### config.mk
export PLATFORM = sky130hd
export DESIGN_NAME = hazard_ctrl
export DESIGN_NICKNAME = d
export VERILOG_FILES = /design/src/rtl/hazard_ctrl.sv
export SDC_FILE = /design/constraint.sdc
export NUM_CORES = 1
export LEC_CHECK = 0
export ABC_AREA = 1
export CORE_AREA = 8 8 68 70
export DETAILED_ROUTE_END_ITERATION = 8
export DIE_AREA = 0 0 76 78
export GPL_ROUTABILITY_DRIVEN = 0
export MAX_ROUTING_LAYER = met4
export PLACE_DENSITY_LB_ADDON = 0.3
export RECOVER_POWER = 100
export SKIP_CTS_REPAIR_TIMING = 1
export SLEW_MARGIN = 10
export SYNTH_ARGS = -nofsm -noshare
export SYNTH_HDL_FRONTEND = slang
export SYNTH_SLANG_ARGS = --single-unit
### constraint.sdc
create_clock -name clk -period 1.8 [get_ports clk]
set_input_delay 0.27 -clock clk [delete_from_list [all_inputs] [get_ports clk]]
set_output_delay 0.27 -clock clk [all_outputs]
set_load 0.05 [all_outputs]
### src/rtl/hazard_ctrl.sv
// Stall/flush/forward controller for the 5-stage pipeline: tracks E/M writers (dest, Tnew)
// and the mult/div busy counter, and derives stall, pipeline-register enables and D forwarding.
module hazard_ctrl #(
  parameter int unsigned MULT_CYC = 5,
  parameter int unsigned DIV_CYC  = 10
) (
  input  logic       clk,
  input  logic       reset,
  input  logic [4:0] rs_D,
  input  logic [4:0] rt_D,
  input  logic [1:0] tuse_rs_D,
  input  logic [1:0] tuse_rt_D,
  input  logic [4:0] wa_D,
  input  logic [1:0] tnew_D,
  input  logic       md_start_D,
  input  logic       md_div_D,
  input  logic       md_use_D,
  output logic       stall,
  output logic       en_PC,
  output logic       en_FD,
  output logic       clr_DE,
  output logic [1:0] fwd_rs_D,
  output logic [1:0] fwd_rt_D,
  output logic       md_busy
);

  localparam int unsigned MaxCyc = (DIV_CYC > MULT_CYC) ? DIV_CYC : MULT_CYC;
  localparam int unsigned CntW   = $clog2(MaxCyc + 1);

  logic [4:0]      r_wa_E, r_wa_M;
  logic [1:0]      r_tnew_E, r_tnew_M;
  logic [CntW-1:0] r_md_cnt;

  logic w_rs_hz, w_rt_hz, w_md_hz;

  // The youngest writer of a register decides; an older M entry is ignored once E matches.
  function automatic logic f_hazard(input logic [4:0] src, input logic [1:0] tuse,
                                    input logic [4:0] wa_e, input logic [1:0] tnew_e,
                                    input logic [4:0] wa_m, input logic [1:0] tnew_m);
    logic hz;
    hz = 1'b0;
    if (src != 5'd0 && tuse != 2'd3) begin
      if (src == wa_e)      hz = (tnew_e > tuse);
      else if (src == wa_m) hz = (tnew_m > tuse);
    end
    return hz;
  endfunction

  function automatic logic [1:0] f_fwd(input logic [4:0] src,
                                       input logic [4:0] wa_e, input logic [1:0] tnew_e,
                                       input logic [4:0] wa_m, input logic [1:0] tnew_m);
    logic [1:0] sel;
    sel = 2'd0;
    if (src != 5'd0) begin
      if (src == wa_e && tnew_e == 2'd0)      sel = 2'd1;
      else if (src == wa_m && tnew_m == 2'd0) sel = 2'd2;
    end
    return sel;
  endfunction

  always_comb begin
    md_busy  = (r_md_cnt != '0);
    w_md_hz  = md_use_D && md_busy;
    w_rs_hz  = f_hazard(rs_D, tuse_rs_D, r_wa_E, r_tnew_E, r_wa_M, r_tnew_M);
    w_rt_hz  = f_hazard(rt_D, tuse_rt_D, r_wa_E, r_tnew_E, r_wa_M, r_tnew_M);
    stall    = w_rs_hz || w_rt_hz || w_md_hz;
    en_PC    = ~stall;
    en_FD    = ~stall;
    clr_DE   = stall;
    fwd_rs_D = f_fwd(rs_D, r_wa_E, r_tnew_E, r_wa_M, r_tnew_M);
    fwd_rt_D = f_fwd(rt_D, r_wa_E, r_tnew_E, r_wa_M, r_tnew_M);
  end

  always_ff @(posedge clk) begin
    if (reset) begin
      r_wa_E   <= 5'd0;
      r_tnew_E <= 2'd0;
      r_wa_M   <= 5'd0;
      r_tnew_M <= 2'd0;
    end else begin
      if (stall) begin
        r_wa_E   <= 5'd0;
        r_tnew_E <= 2'd0;
      end else begin
        r_wa_E   <= wa_D;
        r_tnew_E <= tnew_D;
      end
      r_wa_M   <= r_wa_E;
      r_tnew_M <= (r_tnew_E == 2'd0) ? 2'd0 : r_tnew_E - 2'd1;
    end
  end

  // A new mult/div issue reloads the counter even if it is still counting down.
  always_ff @(posedge clk) begin
    if (reset) begin
      r_md_cnt <= '0;
    end else if (!stall && md_start_D) begin
      r_md_cnt <= md_div_D ? CntW'(DIV_CYC) : CntW'(MULT_CYC);
    end else if (r_md_cnt != '0) begin
      r_md_cnt <= r_md_cnt - CntW'(1);
    end
  end

endmodule
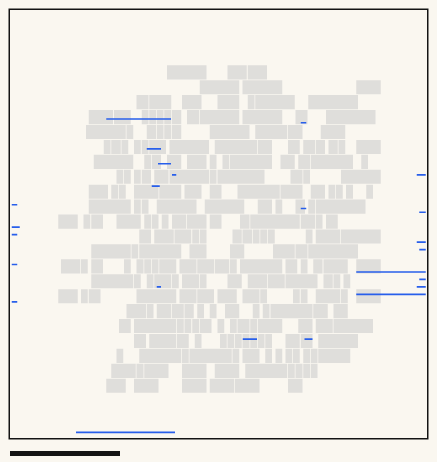
*The metal 3 layer*
Bar = 20 µm.
- longest straight run: 17.7 µm
- wire length on this layer: 75.1 µm
- share of all routed wire: 2.1%
- main direction: horizontal

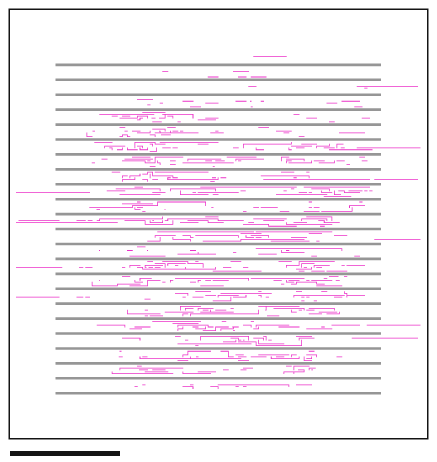
*The metal 1 layer*
Bar = 20 µm. Supply wires on this layer in grey.
- wire length on this layer: 1,430 µm
- share of all routed wire: 41%
- longest straight run: 19.3 µm

==> run summary <==
Implementation results. The flow ran to the end, but the final reports show violations. The final reports fail on negative setup slack. In this run the clock root is driven by a sky130_fd_sc_hd__clkbuf_4. Number of synthesized register bits landed at 18. The path class of the tightest hold or removal check is reg2reg. Number of antenna repair diodes landed at 0. Netlist area before placement landed at 1350 µm². Cell count along the critical path landed at 10. Die width landed at around 76 µm. The tool flagged a number of max-cap violations equal to 0. Power spent charging and discharging nets landed at between 0.001 and 0.0015 W. The worst setup path is launched from a flip-flop. Net count after synthesis landed at 234. Final cell count without fillers landed at 297.

The slowest stage of the critical path is the sky130_fd_sc_hd__dfxtp_2 cell. The flow reports an fmax of 0.482 GHz. TritonRoute reported its final design rule violation total as 0. Count of filler cells inserted in the layout landed at 292. Counting both buffers and inverters, the worst setup path holds a total of 3. Counting the buffers created by CTS gives 3.

Initial DRC count landed at 27. Number of iterations in the first detailed-routing pass landed at 4. Yosys reports that the leading cell type by area covers about a quarter of the netlist area.

Area of the core landed at 3550 µm². Total routing usage reported by global routing landed at 11.2%. Internal power landed at 0.00135 W.

Per the post-route antenna check, the number of violating nets is 0. Area growth from synthesis to layout landed at 65.1%. The pre-CTS setup check shows a worst slack of -431 ps. The tool warning count for the run is 29.

The OpenROAD report gives the critical path a data arrival time of 1810 ps. STA puts the critical path data required time at 1530 ps. The signal on the critical path passes through inv_2, ha_4, nand2_1, a21boi_1, nand4_1, nand2_2, a21oi_4, nand2_8, inv_8, buf_12. Synthesis produced a netlist whose cell count is between 150 and 200. Count of library flops with an enable pin landed at 0. Number of placed I/O pins landed at 35. Entering global routing, the biggest net connects 11 pins. Measured along the y axis, the die boundary spans 78 µm.

Once the floorplan was initialized, standard cells occupied 38.1% of the core. Share of synthesized registers carrying an async set or reset landed at 0%. Fraction of layout instances using a drive strength above 1 landed at 37.8%. By instance count, the leading cell after synthesis is sky130_fd_sc_hd__nand2_1. Setup violation total in the final timing report landed at 7. Share of power burned in registers landed at 23.8%. Switching share of power landed at 43.8%. The script logs the ratio of routed vias to standard cells as between 4 and 5. Per the detailed-route log, wirelength across all metal layers totals between 3000 and 4000 µm. Relative slew slack landed at 71.4%. Minimum clock period after layout landed at 2080 ps. Clock skew after layout landed at 3.31 ps. Summing all flip-flop and latch instances after layout gives 375 µm².

The chip occupies 5930 µm². Combinational logic is responsible for 65.8% of the overall power. According to the Yosys statistics, the synthesized design has a chip area of between 1000 and 1500 µm².

Number of antenna violations at the first check in global routing landed at 0. Power density over the cells landed at 1070 nW/µm². The floorplan has 22 rows. For reference, the top cells by count after synthesis are sky130_fd_sc_hd__nand2_1, sky130_fd_sc_hd__inv_1, sky130_fd_sc_hd__nor2_1. Across all register-to-register paths, the minimum setup slack is 90 ps. Along the worst hold path, the cell count comes to 1. Post-synth the commonest register cell is sky130_fd_sc_hd__dfxtp_1. Worst-margin pin slew landed at about 430 ps. The layout report lists the multi-input gate area as 998 µm². Total placed cells including tap cells landed at 290. The detailed router placed 1,327 vias in this run.

Final worst-path setup slack landed at -276 ps. Wire length of the first global-routing pass landed at 5260 µm. Total cells reported by yosys after synthesis landed at between 150 and 200.

The worst register-to-register path has a depth of 10. The worst setup path is captured at a primary output. Recorded from the global router log, the overflow total was 0. After synthesis, the mean cell area works out to approximately 6.9 µm².
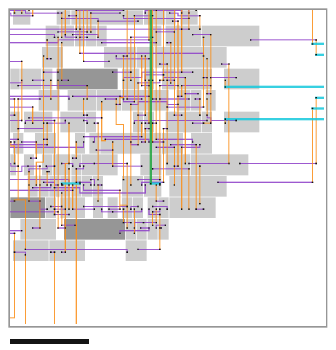
*Zoomed window*
Bar = 10 µm. Window x 36 to 76, y 0 to 40 µm. Cells in grey, sequential cells in the stronger grey; small squares are vias.
- met2: orange
- met4: green
- met1: purple
- met3: cyan
- cells with their middle in the window: 85
- netlist names of flops here include: `r_wa_M` (2), `r_tnew_M` (1)
- most frequent: nand2_1 (17), buf_4 (9)
- sequential cells in the window: 3

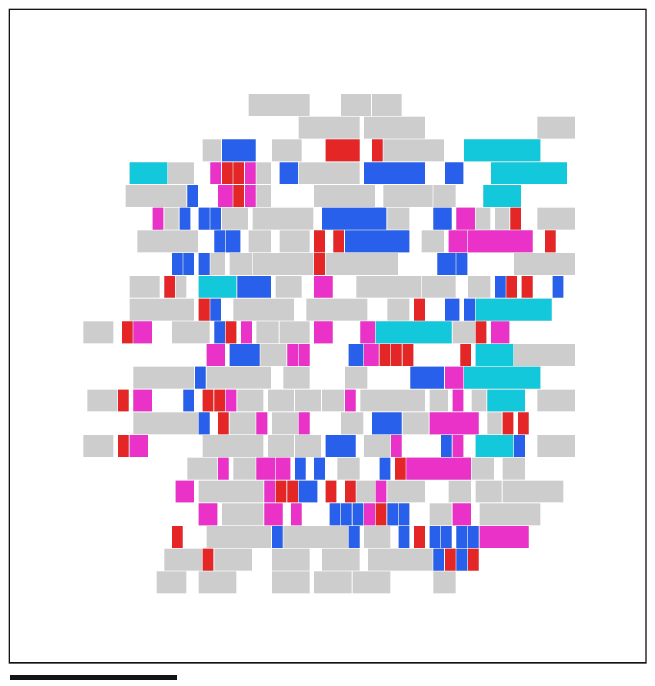
*Logic cells by family*
Bar = 20 µm.
- NAND gates: blue (cells 53)
- NOR gates: magenta (cells 42)
- adder and majority cells: cyan (cells 11)
- inverters: red (cells 40)

==> power by group through the flow <==
stage | Clock [W] | Sequential [W] | Combinational (W)
after floorplan | 0 | 0.000550 | 0.000957
after global placement | 0 | 0.000567 | 0.00145
after detailed placement | 0 | 0.000567 | 0.00148
after CTS | 0.000259 | 0.000559 | 0.00148
after global routing | 0.000279 | 0.000583 | 0.00169
final | 0.000248 | 0.000570 | 0.00158
==> cells in the final DEF, fill, tap and decap left out, types with 4 or more instances in the layout <==
cell type                         Yosys  routed
sky130_fd_sc_hd__dlymetal6s2s_1       0      14
sky130_fd_sc_hd__inv_1               33      27
sky130_fd_sc_hd__dfxtp_2              0       9
sky130_fd_sc_hd__clkdlybuf4s50_1      0      10
sky130_fd_sc_hd__nor3_1               6       4
sky130_fd_sc_hd__ha_1                11       6
sky130_fd_sc_hd__inv_2                5      11
sky130_fd_sc_hd__dfxtp_1             18       8
sky130_fd_sc_hd__buf_12               0      10
sky130_fd_sc_hd__nor2_1              24      19
sky130_fd_sc_hd__clkbuf_4             0       4
sky130_fd_sc_hd__nand2_2              2       4
sky130_fd_sc_hd__xor2_1               8       8
sky130_fd_sc_hd__ha_4                 0       5
sky130_fd_sc_hd__nand2_1             40      36
sky130_fd_sc_hd__xnor2_1              5       5
sky130_fd_sc_hd__a21oi_1              9       7
sky130_fd_sc_hd__buf_4                2      13
sky130_fd_sc_hd__nor2_2              10      15
==> per-stage QoR <==
stage / hold WS, ps / area, µm² / util (%) / setup TNS (ps)
2_1_floorplan: 389 / 1430 / - / -151
3_3_place_gp: 412 / 2010 / 56.7 / -6330
3_5_place_dp: 415 / 2010 / 56.7 / -6640
4_1_cts: 424 / 2050 / 57.7 / -3220
5_1_grt: 457 / 2230 / 62.9 / -2040
6_report: 435 / 2230 / 62.9 / -1080
==> final cells by class <==
class                      instances  area share [%]
sequential                        18            16.8
timing repair buffer              51            27.1
multi-input combinational        136            44.7
clock buffer                       4            1.62
tap                               48            2.69
inverter                          40            7.06
==> worst paths after layout <==
| kind | startpoint | to |
|---|---|---|
| max reg2reg | r_tnew_M[1] | r_md_cnt[1] |
| min reg2reg | r_tnew_E[0] | r_tnew_M[0] |
| min | r_tnew_E[0] | r_tnew_M[0] |
| max | r_tnew_M[0] | en_FD |
==> logic make-up (layout without fill, tap and decap cells) <==
family                     after synthesis  count (layout)  share of synthesized area [%]
and+or+nand+nor                         98              98                           35.4
buffers and inverters                   43              95                           12.7
DFF                                     18              18                           26.6
AOI/OAI and AO/OA                       14              14                           6.66
xor gates and xnor gates                13              13                           8.42
adders and majority gates               11              11                           10.2
==> sequential cells by signal (all words and copies together) (netlist names) <==
name      count
r_wa_M        5
r_tnew_M      2
r_md_cnt      4
r_tnew_E      2
r_wa_E        5
==> layer usage <==
metal,GRT usage [%],vias to the layer above,wire (µm)
li1,-,704,-
met1,11.7,588,1430
met2,19.5,27,1920
met3,1.73,8,75
met4,6.67,0,108
met5,-,-,0
Power and IR drop assume default switching activity.
